===== src/rtl/vga_pkg.sv =====
// Shared VGA timing sets and helpers for the raster generator and its axis counters.
package vga_pkg;

  typedef struct packed {
    int active;
    int fp;
    int sync;
    int bp;
  } axis_timing_t;

  typedef struct packed {
    axis_timing_t h;
    axis_timing_t v;
  } vga_timing_t;

  localparam vga_timing_t VGA_640x480_60 = '{
    h: '{active: 640, fp: 16, sync: 96,  bp: 48},
    v: '{active: 480, fp: 10, sync: 2,   bp: 33}
  };

  localparam vga_timing_t VGA_800x600_72 = '{
    h: '{active: 800, fp: 56, sync: 120, bp: 64},
    v: '{active: 600, fp: 37, sync: 6,   bp: 23}
  };

  function automatic int axis_total(input int active, input int fp, input int sync, input int bp);
    return active + fp + sync + bp;
  endfunction

  function automatic int h_total(input vga_timing_t t);
    return axis_total(t.h.active, t.h.fp, t.h.sync, t.h.bp);
  endfunction

  function automatic int v_total(input vga_timing_t t);
    return axis_total(t.v.active, t.v.fp, t.v.sync, t.v.bp);
  endfunction

endpackage


===== src/rtl/vga_axis_counter.sv =====
// One raster axis: wrapping position counter with terminal flag, raw sync window and
// a registered active flag computed from the next count.
module vga_axis_counter
  import vga_pkg::*;
#(
  parameter int ACTIVE = 640,
  parameter int FP     = 16,
  parameter int SYNC   = 96,
  parameter int BP     = 48,
  parameter int CNT_W  = 10
) (
  input  logic             clk,
  input  logic             reset,
  input  logic             inc,
  output logic [CNT_W-1:0] count,
  output logic             wrap,
  output logic             sync_raw,
  output logic             active
);

  localparam int               TOTAL   = axis_total(ACTIVE, FP, SYNC, BP);
  localparam logic [CNT_W-1:0] LAST    = CNT_W'(TOTAL - 1);
  localparam logic [31:0]      SYNC_LO = 32'(ACTIVE + FP);
  localparam logic [31:0]      SYNC_HI = 32'(ACTIVE + FP + SYNC);
  localparam logic [31:0]      ACT_HI  = 32'(ACTIVE);

  logic [CNT_W-1:0] count_nxt;

  assign wrap     = (count == LAST);
  // Compared at 32 bits so a window ending exactly at 2^CNT_W still works.
  assign sync_raw = (32'(count) >= SYNC_LO) && (32'(count) < SYNC_HI);

  always_comb begin
    count_nxt = count;
    if (inc) count_nxt = wrap ? '0 : count + CNT_W'(1);
  end

  always_ff @(posedge clk) begin
    if (reset) begin
      count  <= '0;
      active <= 1'b1;
    end else begin
      count  <= count_nxt;
      active <= (32'(count_nxt) < ACT_HI);
    end
  end

endmodule


===== src/rtl/vga_timing_gen.sv =====
// VGA raster timing generator: H/V counters, line/frame strobes, and a one-pixel output
// stage that registers syncs together with blank-gated renderer colour.
module vga_timing_gen
  import vga_pkg::*;
#(
  parameter int H_ACTIVE  = VGA_640x480_60.h.active,
  parameter int H_FP      = VGA_640x480_60.h.fp,
  parameter int H_SYNC    = VGA_640x480_60.h.sync,
  parameter int H_BP      = VGA_640x480_60.h.bp,
  parameter int V_ACTIVE  = VGA_640x480_60.v.active,
  parameter int V_FP      = VGA_640x480_60.v.fp,
  parameter int V_SYNC    = VGA_640x480_60.v.sync,
  parameter int V_BP      = VGA_640x480_60.v.bp,
  parameter bit HSYNC_POL = 1'b0,
  parameter bit VSYNC_POL = 1'b0,
  parameter int CNT_W     = 10,
  parameter int COLOR_W   = 4
) (
  input  logic               clk,
  input  logic               reset,
  input  logic               pix_en,
  output logic [CNT_W-1:0]   hcount,
  output logic [CNT_W-1:0]   vcount,
  output logic               video_active,
  output logic               line_start,
  output logic               frame_start,
  input  logic [COLOR_W-1:0] r_in,
  input  logic [COLOR_W-1:0] g_in,
  input  logic [COLOR_W-1:0] b_in,
  output logic               hsync,
  output logic               vsync,
  output logic [COLOR_W-1:0] r,
  output logic [COLOR_W-1:0] g,
  output logic [COLOR_W-1:0] b
);

  localparam int H_TOTAL = axis_total(H_ACTIVE, H_FP, H_SYNC, H_BP);
  localparam int V_TOTAL = axis_total(V_ACTIVE, V_FP, V_SYNC, V_BP);

  if (H_TOTAL > (1 << CNT_W) || V_TOTAL > (1 << CNT_W)) begin : g_cnt_w_check
    $error("vga_timing_gen: CNT_W too narrow for H_TOTAL/V_TOTAL");
  end

  logic h_wrap, v_wrap, h_sync_raw, v_sync_raw, h_active, v_active;

  vga_axis_counter #(
    .ACTIVE(H_ACTIVE), .FP(H_FP), .SYNC(H_SYNC), .BP(H_BP), .CNT_W(CNT_W)
  ) u_h (
    .clk(clk), .reset(reset), .inc(pix_en),
    .count(hcount), .wrap(h_wrap), .sync_raw(h_sync_raw), .active(h_active)
  );

  vga_axis_counter #(
    .ACTIVE(V_ACTIVE), .FP(V_FP), .SYNC(V_SYNC), .BP(V_BP), .CNT_W(CNT_W)
  ) u_v (
    .clk(clk), .reset(reset), .inc(pix_en & h_wrap),
    .count(vcount), .wrap(v_wrap), .sync_raw(v_sync_raw), .active(v_active)
  );

  assign video_active = h_active & v_active;

  // Strobes fire only on an actual wrap, so reset landing on (0,0) never pulses.
  always_ff @(posedge clk) begin
    if (reset) begin
      line_start  <= 1'b0;
      frame_start <= 1'b0;
    end else begin
      line_start  <= pix_en & h_wrap;
      frame_start <= pix_en & h_wrap & v_wrap;
    end
  end

  always_ff @(posedge clk) begin
    if (reset) begin
      hsync <= ~HSYNC_POL;
      vsync <= ~VSYNC_POL;
      r     <= '0;
      g     <= '0;
      b     <= '0;
    end else if (pix_en) begin
      hsync <= h_sync_raw ? HSYNC_POL : ~HSYNC_POL;
      vsync <= v_sync_raw ? VSYNC_POL : ~VSYNC_POL;
      r     <= video_active ? r_in : '0;
      g     <= video_active ? g_in : '0;
      b     <= video_active ? b_in : '0;
    end
  end

endmodule


===== config.mk =====
export PLATFORM = sky130hd
export DESIGN_NAME = vga_timing_gen
export DESIGN_NICKNAME = d
export VERILOG_FILES = /design/src/rtl/vga_pkg.sv /design/src/rtl/vga_axis_counter.sv /design/src/rtl/vga_timing_gen.sv
export SDC_FILE = /design/constraint.sdc
export NUM_CORES = 1
export LEC_CHECK = 0
export ABC_CLOCK_PERIOD_IN_PS = 1900
export CAP_MARGIN = 20
export CORE_AREA = 2 2 67 69
export DETAILED_ROUTE_END_ITERATION = 7
export DIE_AREA = 0 0 69 71
export PLACE_DENSITY = 0.76
export SYNTH_ARGS = -nofsm -noshare
export SYNTH_HDL_FRONTEND = slang
export SYNTH_SLANG_ARGS = --single-unit

===== constraint.sdc =====
create_clock -name clk -period 1.9 [get_ports clk]
set_input_delay 0.475 -clock clk [delete_from_list [all_inputs] [get_ports clk]]
set_output_delay 0.475 -clock clk [all_outputs]
set_load 0.005 [all_outputs]

Figure 1. Gate families picked out (run 1).
(6 px per um)
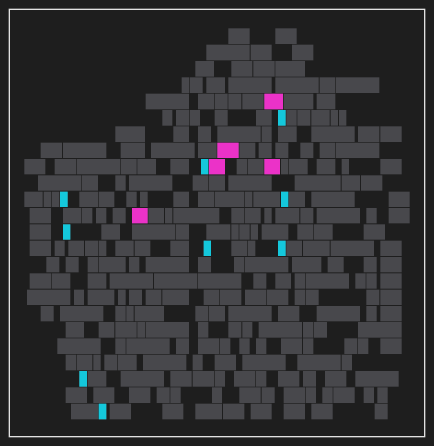
color	family	cells
magenta	AND-OR and OR-AND gates	5
cyan	inverters	9
count of non-filler cells in the finished layout: 322
Commonest Layout Cell: clkdlybuf4s50_1
multi-input gate share of total cell area: 35.46%

Figure 2. Drive-strength map (run 1).
(6 px per um)
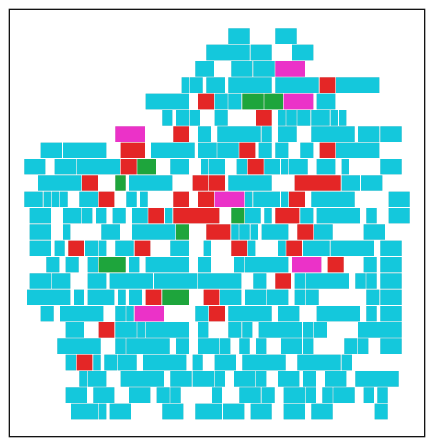
color	size	cells
cyan	drive 1 or less	223
red	drive 3 to 4	33
magenta	drive 6 and up	6
green	drive 2	8
nonclk buf count: 79
post-route cell area: 0.002594 mm2
minimum setup slack in the final design: 0.05928 ns
synth-to-layout area growth: 51.09%

Figure 3. M2 wires (run 1).
(4 px per um)
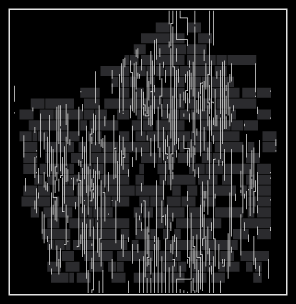
main direction	vertical
nets with wire on the layer	250
share of all routed wire	48%
wire length on this layer	2100 um
total detailed-routing wirelength: 4361 um
via count of the routed design: 1649

Figure 4. Congestion heat map (run 1).
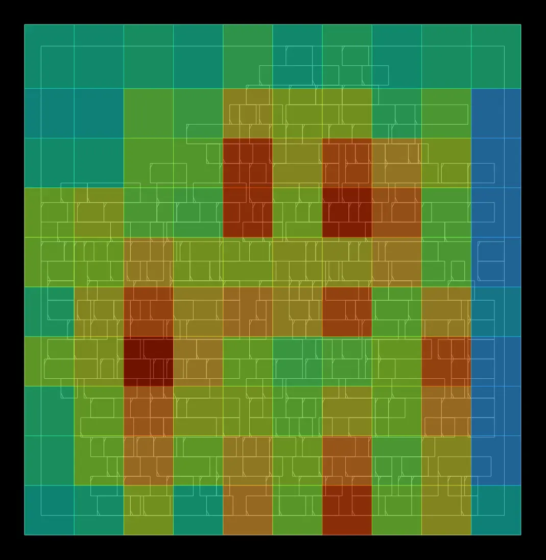
met1 usage in global routing: 20.92%
detailed-route wire length per cell: 13.54 um
met2 track demand over resource: 29.38%
most used routing layer: met2

==> results.txt, run 1 <==
Flow results.

- Measured on the final layout, the clock distribution area share stands at 3.521%.
- In the routed layout, each cell is associated on average with a via count of 5.121.
- The final sum of negative setup slack is 0 ns.
- The cell class contributing the biggest share of worst-path delay is buffers and inverters.
- For this design the static power due to leakage is 0.0009901 uW.
- The switching part of the total is 22.00%.
- The synthesized flop and latch total is 38.
- The sequential-to-total area share from yosys stat is 44.31%.
- The proportion of register bits with asynchronous set or reset after synthesis is 0%.
- The commonest cells after synthesis are 38 x dfxtp_1, 17 x a21oi_1, 15 x nand3_1.
- Per STA, the endpoint of the critical path is vcount[5].
- The final count of hold timing violations is 0.
- The run reported a max-capacitance violation count of 0.
- The portion of total power attributed to combinational logic is 9.6%.
- The area of combinational cells with multiple inputs is 919.6 um2.
- The number of buffers inserted for hold repair after clock tree synthesis is 0.
- The top cell type by total area after synthesis is dfxtp_1.
- The flow ran to the end, and the final reports show no timing, DRC or antenna violations.
- The clock sink count is 38.
- Row generation in the floorplan step produced 24 rows.
- The filler cells instantiated in the layout total 372.
- The worst setup timing slack at the placement stage is -0.4107 ns.
- The final antenna diode tally reported by the flow is 0.
- The worst reg-to-reg setup slack is 0.14 ns.
- The overall chip area is 0.004899 mm2.
- The post-placement cell count is 311.
- Per the detail_route log, met2 wirelength is 2101 um.
- In the post-synthesis netlist, the cell with the most instances is dfxtp_1.
- In the layout the commonest cells are 50 x clkdlybuf4s50_1, 38 x dfxtp_1, 28 x buf_4.
- The clock passes through at most 2 buffers.
- The cell area that synthesis handed to floorplanning was 0.001717 mm2.
- Once layout is complete, the utilization of the core stands at 61.70%.
- Per report_power, the clock group accounts for 36.7% of the total.
- CTS built an H-tree with a depth of 2.
- The total number of warnings across the stage logs is 31.
- The script parses the final routing iteration and logs DRC violations as 0.
- The sequential power is 824 uW.
- The highest achievable clock rate is 543.3 MHz.
- For this run, the chip area from Yosys synthesis comes to 0.001717 mm2.
- Counting cells, the worst reg-to-reg path comes to 7.
- In this run the standard cell core region covers 0.004204 mm2.
- The count of routing violations after the opening detailed-route iteration is 124.
- The overall power is 1536 uW.
- The fraction of cell area in sequential cells is reported as 29.33%.
- For the finished layout, the period the worst path requires is 1.841 ns.
- The peak per-stage delay on the critical path is 0.57 ns.
- The script reports the combined buffer and inverter count of the critical path as 1.
- The endpoint kind of the worst setup timing path is an output pin.
- In the power breakdown, the biggest contributor is sequential cells.
- The power in the clock group is 564 uW.
- The transition time at the pin with the least slew margin is 0.3156 ns.
- The headroom to the max-slew limit is 78.70%.
- The via count of the first global-routing pass is 1577.
- The maximum fanout encountered on the critical timing path is 7.
- The peak ir drop on the vdd network is 451.7 uV.
- Entering global routing, the biggest net connects 33 pins.
## run 1: cell families (layout without fill, tap and decap cells)
logic type               after synthesis  count (layout)  share of synthesized area (%)
AND-OR/OR-AND                         31              31                          10.93
buffers and inverters                 18              96                          4.081
XOR/XNOR                              14              14                          7.143
multiplexers                           1               1                         0.5831
adder cells (fa/ha/maj)                5               5                          3.644
AND/OR/NAND/NOR                       85              85                          29.30
flip-flops                            38              38                          44.31
## run 1: sequential cells by signal, indices dropped and copies added, names as in the netlist
signal,count
u_h.count,10
u_v.count,10
b,4
g,4
r,4
frame_start,1
hsync,1
line_start,1
u_h.active,1
u_v.active,1
vsync,1
==> run 2: changes to the inputs <==
GPL_ROUTABILITY_DRIVEN = 0   (was default)
Figure 5. Signal wires on met3 (run 2).
(4 px per um)
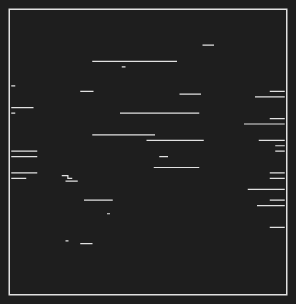
share of all routed wire	4.6%
main direction	horizontal
wire length on this layer	202 um
nets with wire on the layer	29
longest straight run	20.9 um
global routing met3 resource utilization: 5.413%

Figure 6. Drive-strength map (run 2).
(6 px per um)
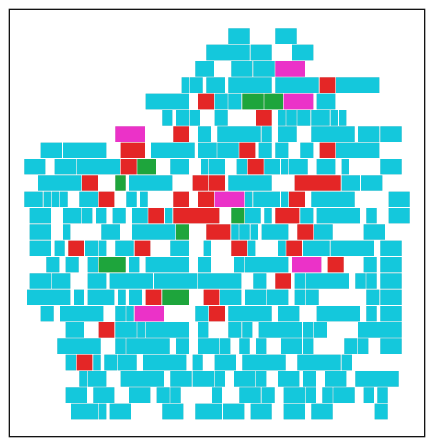
color	size	cells
red	drive 3 to 4	33
cyan	drive 1 or less	223
magenta	drive 6 and up	6
green	drive 2	8

==> results.txt, run 2 <==
Flow results.

- The peak per-stage delay on the critical path is 0.57 ns (about the same).
- The endpoint kind of the worst setup timing path is an output pin.
- The share of the final layout cell area in multi-input gates is 35.46% (unchanged).
- The total number of warnings across the stage logs is 31 (unchanged).
- Among the non-sequential cells, simple AND/OR/NAND/NOR gates take the most area.
- The adder-cell share of the synthesized area is 3.644% (unchanged).
- The proportion of register bits with asynchronous set or reset after synthesis is 0% (unchanged).
- The via count normalized by instance count is 5.121 (unchanged).
- The count of H-tree levels built during CTS came to 2 (unchanged).
- The cell with the most instances after synthesis is dfxtp_1.
- The DRC violations left is 0 (unchanged).
- The maximum fanout encountered on the critical timing path is 7 (unchanged).
- The register share of the cell area came to 29.33% (unchanged).
- The top logic cell by instance count in the layout is clkdlybuf4s50_1.
- The via count of the first global-routing pass is 1577 (unchanged).
- The core region area is 0.004204 mm2 (unchanged).
- The transition time at the pin with the least slew margin is 0.3156 ns (unchanged).
- The synthesized-area fraction occupied by xor and xnor cells is 7.143% (unchanged).
- The overall chip area came to 0.004899 mm2 (unchanged).
- The number of buffers on the longest clock path is 2 (unchanged).
- The run finished with clean final reports.
- The final count of hold timing violations came to 0 (unchanged).
- The headroom to the max-slew limit is 78.70% (unchanged).
- By count the netlist is led by 38 x dfxtp_1, 17 x a21oi_1, 15 x nand3_1.
- The number of maximum-capacitance violations is 0 (unchanged).
- The layout overhead on the synthesized area is 51.09% (unchanged).
- The largest power group is sequential cells.
- The proportion of power drawn by the clock network came to 36.7% (about the same).
- The portion of total power attributed to combinational logic is 9.6% (about the same).
- The synthesized flop and latch total is 38 (unchanged).
- The registers reported with the highest flop counts are u_h.count (10), u_v.count (10).
- The highest achievable clock rate was 543.3 MHz (unchanged).
- Per the cell usage report, the commonest logic cells after layout are 50 x clkdlybuf4s50_1, 38 x dfxtp_1, 28 x buf_4.
- The total vias in the final route is 1649 (unchanged).
- The worst reg-to-reg setup slack is 0.14 ns (about the same).
- The standard-cell row count is 24 (unchanged).
- The chip area from the yosys synthesis statistics is 0.001717 mm2 (unchanged).
- The simple-gate share of the synthesized area was 29.30% (unchanged).
- The sequential-to-total area share from yosys stat is 44.31% (unchanged).
- The number of ordinary and repair buffers in the finished layout is 79 (unchanged).
- The share of synthesized area spent on multiplexers is 0.5831% (unchanged).
-- run 2: cell counts after synthesis --
No cell type changed its count.
-- run 2: per-stage QoR --
stage | setup TNS (ns) | worst slack [ns] | util, % | power (uW)
after floorplan | 0 | 0.01961 | - | 898.5
after CTS | -0.006743 | -0.006743 | 60.45 | 1554
final | 0 | 0.05928 | 61.70 | 1536
after detailed placement | -5.804 | -0.4107 | 58.13 | 990.0
after global routing | -0.008347 | -0.008347 | 61.70 | 1600
after global placement | -4.886 | -0.3573 | 58.13 | 987.1
-- run 2: layer usage --
metal  GRT usage, %  wire, um
met3          5.413       201
met5              0         0
met2          29.38      2101
met1          20.92      1969
met4          8.715        88
-- run 2: repair_timing --
item	CTS	global route
setup buffers	0	3
hold buffers	0	0
setup endpoints to repair	10	12
gates resized	2	6
pin swaps	2	1
Figure 7. Congestion heat map (run 2).
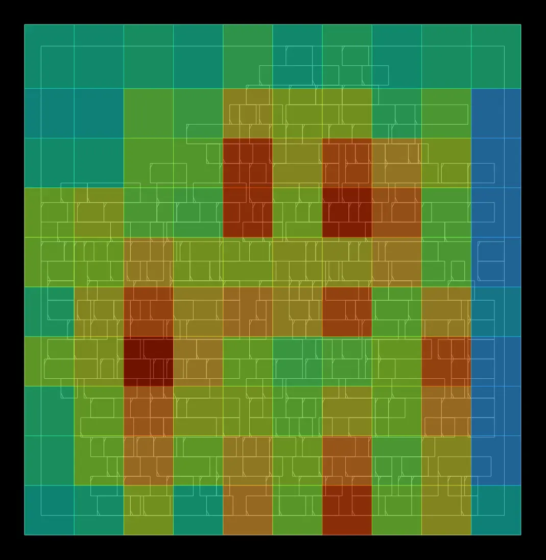

==> run 3: changes to the inputs <==
CORE_AREA = 3 3 68 70   (was 2 2 67 69)
DIE_AREA = 0 0 71 73   (was 0 0 69 71)
Figure 8. Congestion heat map (run 3).
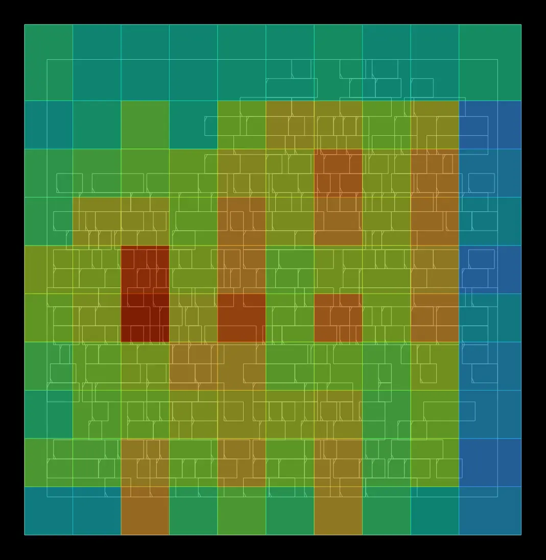
met2 track demand over resource: 27.81%
global routing met3 resource utilization: 5.234%
detailed-route wire length per cell: 13.70 um
met1 usage in global routing: 23.42%

Figure 9. Signal wires on met3 (run 3).
(4 px per um)
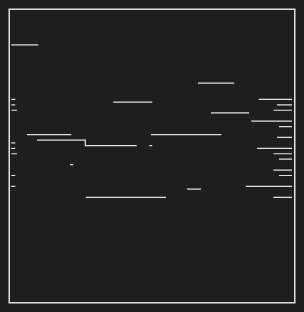
wire length on this layer	189 um
share of all routed wire	4.4%
nets with wire on the layer	27
total detailed-routing wirelength: 4287 um
via count of the routed design: 1647

==> results.txt, run 3 <==
Flow results.

- The run finished with clean final reports.
- The share of synthesized area spent on multiplexers is 0.5831% (unchanged).
- The peak per-stage delay on the critical path is 0.39 ns (-0.18 ns).
- The number of nets in the synthesized netlist is 212.
- The simple-gate share of the synthesized area is 29.30% (unchanged).
- The number of inserted diodes is 0.
- The layout overhead on the synthesized area is 48.76%.
- The class of the most critical setup path is reg -> reg.
- The worst reg-to-reg setup slack is 0.05 ns (-0.09 ns).
- The worst setup path is launched from a flip-flop.
- Global routing used 17.67% of the available tracks.
- The synthesized-area fraction occupied by xor and xnor cells is 7.143% (unchanged).
- Sorting the Yosys area breakdown by cell type puts at the top dfxtp_1.
- The final count of hold timing violations is 0 (unchanged).
- The timing startpoint of the critical path is u_h.count[0].
- The final sum of negative setup slack was 0 ns (unchanged).
- The cell class contributing the biggest share of worst-path delay is simple AND/OR/NAND/NOR gates.
- The count of H-tree levels built during CTS is 2 (unchanged).
- The detailed-route wire length on metal 1 is 2069 um (+5.1%).
- The portion of total power attributed to combinational logic is 9.8% (+0.2 points).
- The DRC violations left is 0 (unchanged).
- The met3 wire length was 188 um (-6.5%).
- The sequential-to-total area share from yosys stat is 44.31% (unchanged).
- The main logic family after synthesis is simple AND/OR/NAND/NOR gates.
- The total number of warnings across the stage logs was 30 (-3.2%).
- The headroom to the max-slew limit is 76.40% (-2.3 points).
- The switching power of the nets is 326.2 uW.
- The main area contributors are dfxtp_1 44%, nand2b_1 5.1%, a21oi_1 5.0%.
- The maximum fanout encountered on the critical timing path came to 5 (-2).
- The script reports the combined buffer and inverter count of the critical path as 1.
- The launch point of the worst reg-to-reg path is u_h.count[0].
- Once placement completed, the tool counted placed cells totaling 305.
- The overall chip area is 0.005183 mm2 (+5.8%).
- The first global-routing pass estimated 7272 um of wire.
- The slowest stage of the critical path belongs to the cell nor4_4.
- The proportion of register bits with asynchronous set or reset after synthesis was 0% (unchanged).
- The synthesized flop and latch total is 38 (unchanged).
- The chip area from the yosys synthesis statistics is 0.001717 mm2 (unchanged).
- The final worst slack is 0.04984 ns (-0.009444 ns).
- The proportion of power drawn by the clock network was 35.6% (-1.1 points).
- In the synthesized netlist, the cells that appear most often are 38 x dfxtp_1, 17 x a21oi_1, 15 x nand3_1.
- The initial antenna violation count is 0.
- The standard-cell row count is 23 (-4.2%).
- The most common logic cell in the final layout is clkdlybuf4s50_1.
- For the worst-skew pair, the clock arrives at the later sink with an insertion delay of 0.28 ns.
- In the layout the commonest cells are 50 x clkdlybuf4s50_1, 36 x dfxtp_1, 22 x buf_4.
- The worst setup timing slack at the placement stage is -0.4374 ns (-0.02672 ns).
- The number of buffers on the longest clock path was 2 (unchanged).
- The cell with the most instances after synthesis is dfxtp_1.
- The amount of wire on met2 after detailed routing came to 1973 um (-6.1%).
- The transition time at the pin with the least slew margin is 0.3513 ns (+0.03574 ns).
- The static power due to leakage is 0.0009564 uW.
- The number of maximum-capacitance violations is 0 (unchanged).
- The core region area is 0.004029 mm2 (-4.2%).
- The most utilized layer in the global route result is met2.
- The adder-cell share of the synthesized area was 3.644% (unchanged).
- The number of buffers inserted for hold repair after clock tree synthesis is 0 (unchanged).
- The utilization after layout was 63.39% (+1.7 points).
- The detailed router used layers up to and including met4.
- In this run the tool buffered the top-level ports with 51 buffer cells.
- In the final layout, the registers with the most flip-flops are u_h.count (10), u_v.count (10).
- The highest achievable clock rate is 540.5 MHz (-0.51%).
- The overall power is 1511 uW (-1.6%).
- The via count normalized by instance count was 5.262 (+2.8%).
- The endpoint kind of the worst setup timing path is a flip-flop.
- The largest power group is sequential cells.
- The via count of the first global-routing pass is 1611 (+2.2%).
- The depth of the worst hold-timing path is 2.
[run 3: cell counts after synthesis]
No cell type changed its count.
[run 3: final cells by class]
class | count | area, um2 | share of cell area, %
inverter | 9 | 33.78 | 1.323
timing repair buffer | 74 | 694.4 | 27.19
tap | 50 | 62.56 | 2.450
multi-input combinational | 136 | 917.1 | 35.91
sequential | 38 | 763.2 | 29.89
clock buffer | 6 | 82.58 | 3.234
[run 3: repair_timing]
action / in CTS / in global routing
gates resized: 3 / 6
buffers inserted: 0 / 2
hold endpoints to repair: 0 / 0
gates cloned: 0 / 0
setup endpoints to repair: 10 / 5
pin swaps: 1 / 3
[run 3: worst min-delay path: cells and delay by family, from the launching register on]
kind	cells	cell delay (ns)
flip-flops	1	0.31
AND-OR/OR-AND	1	0.05
AND/OR/NAND/NOR	1	0.06
Power figures rest on the tool's default switching activity, not on a simulated workload.
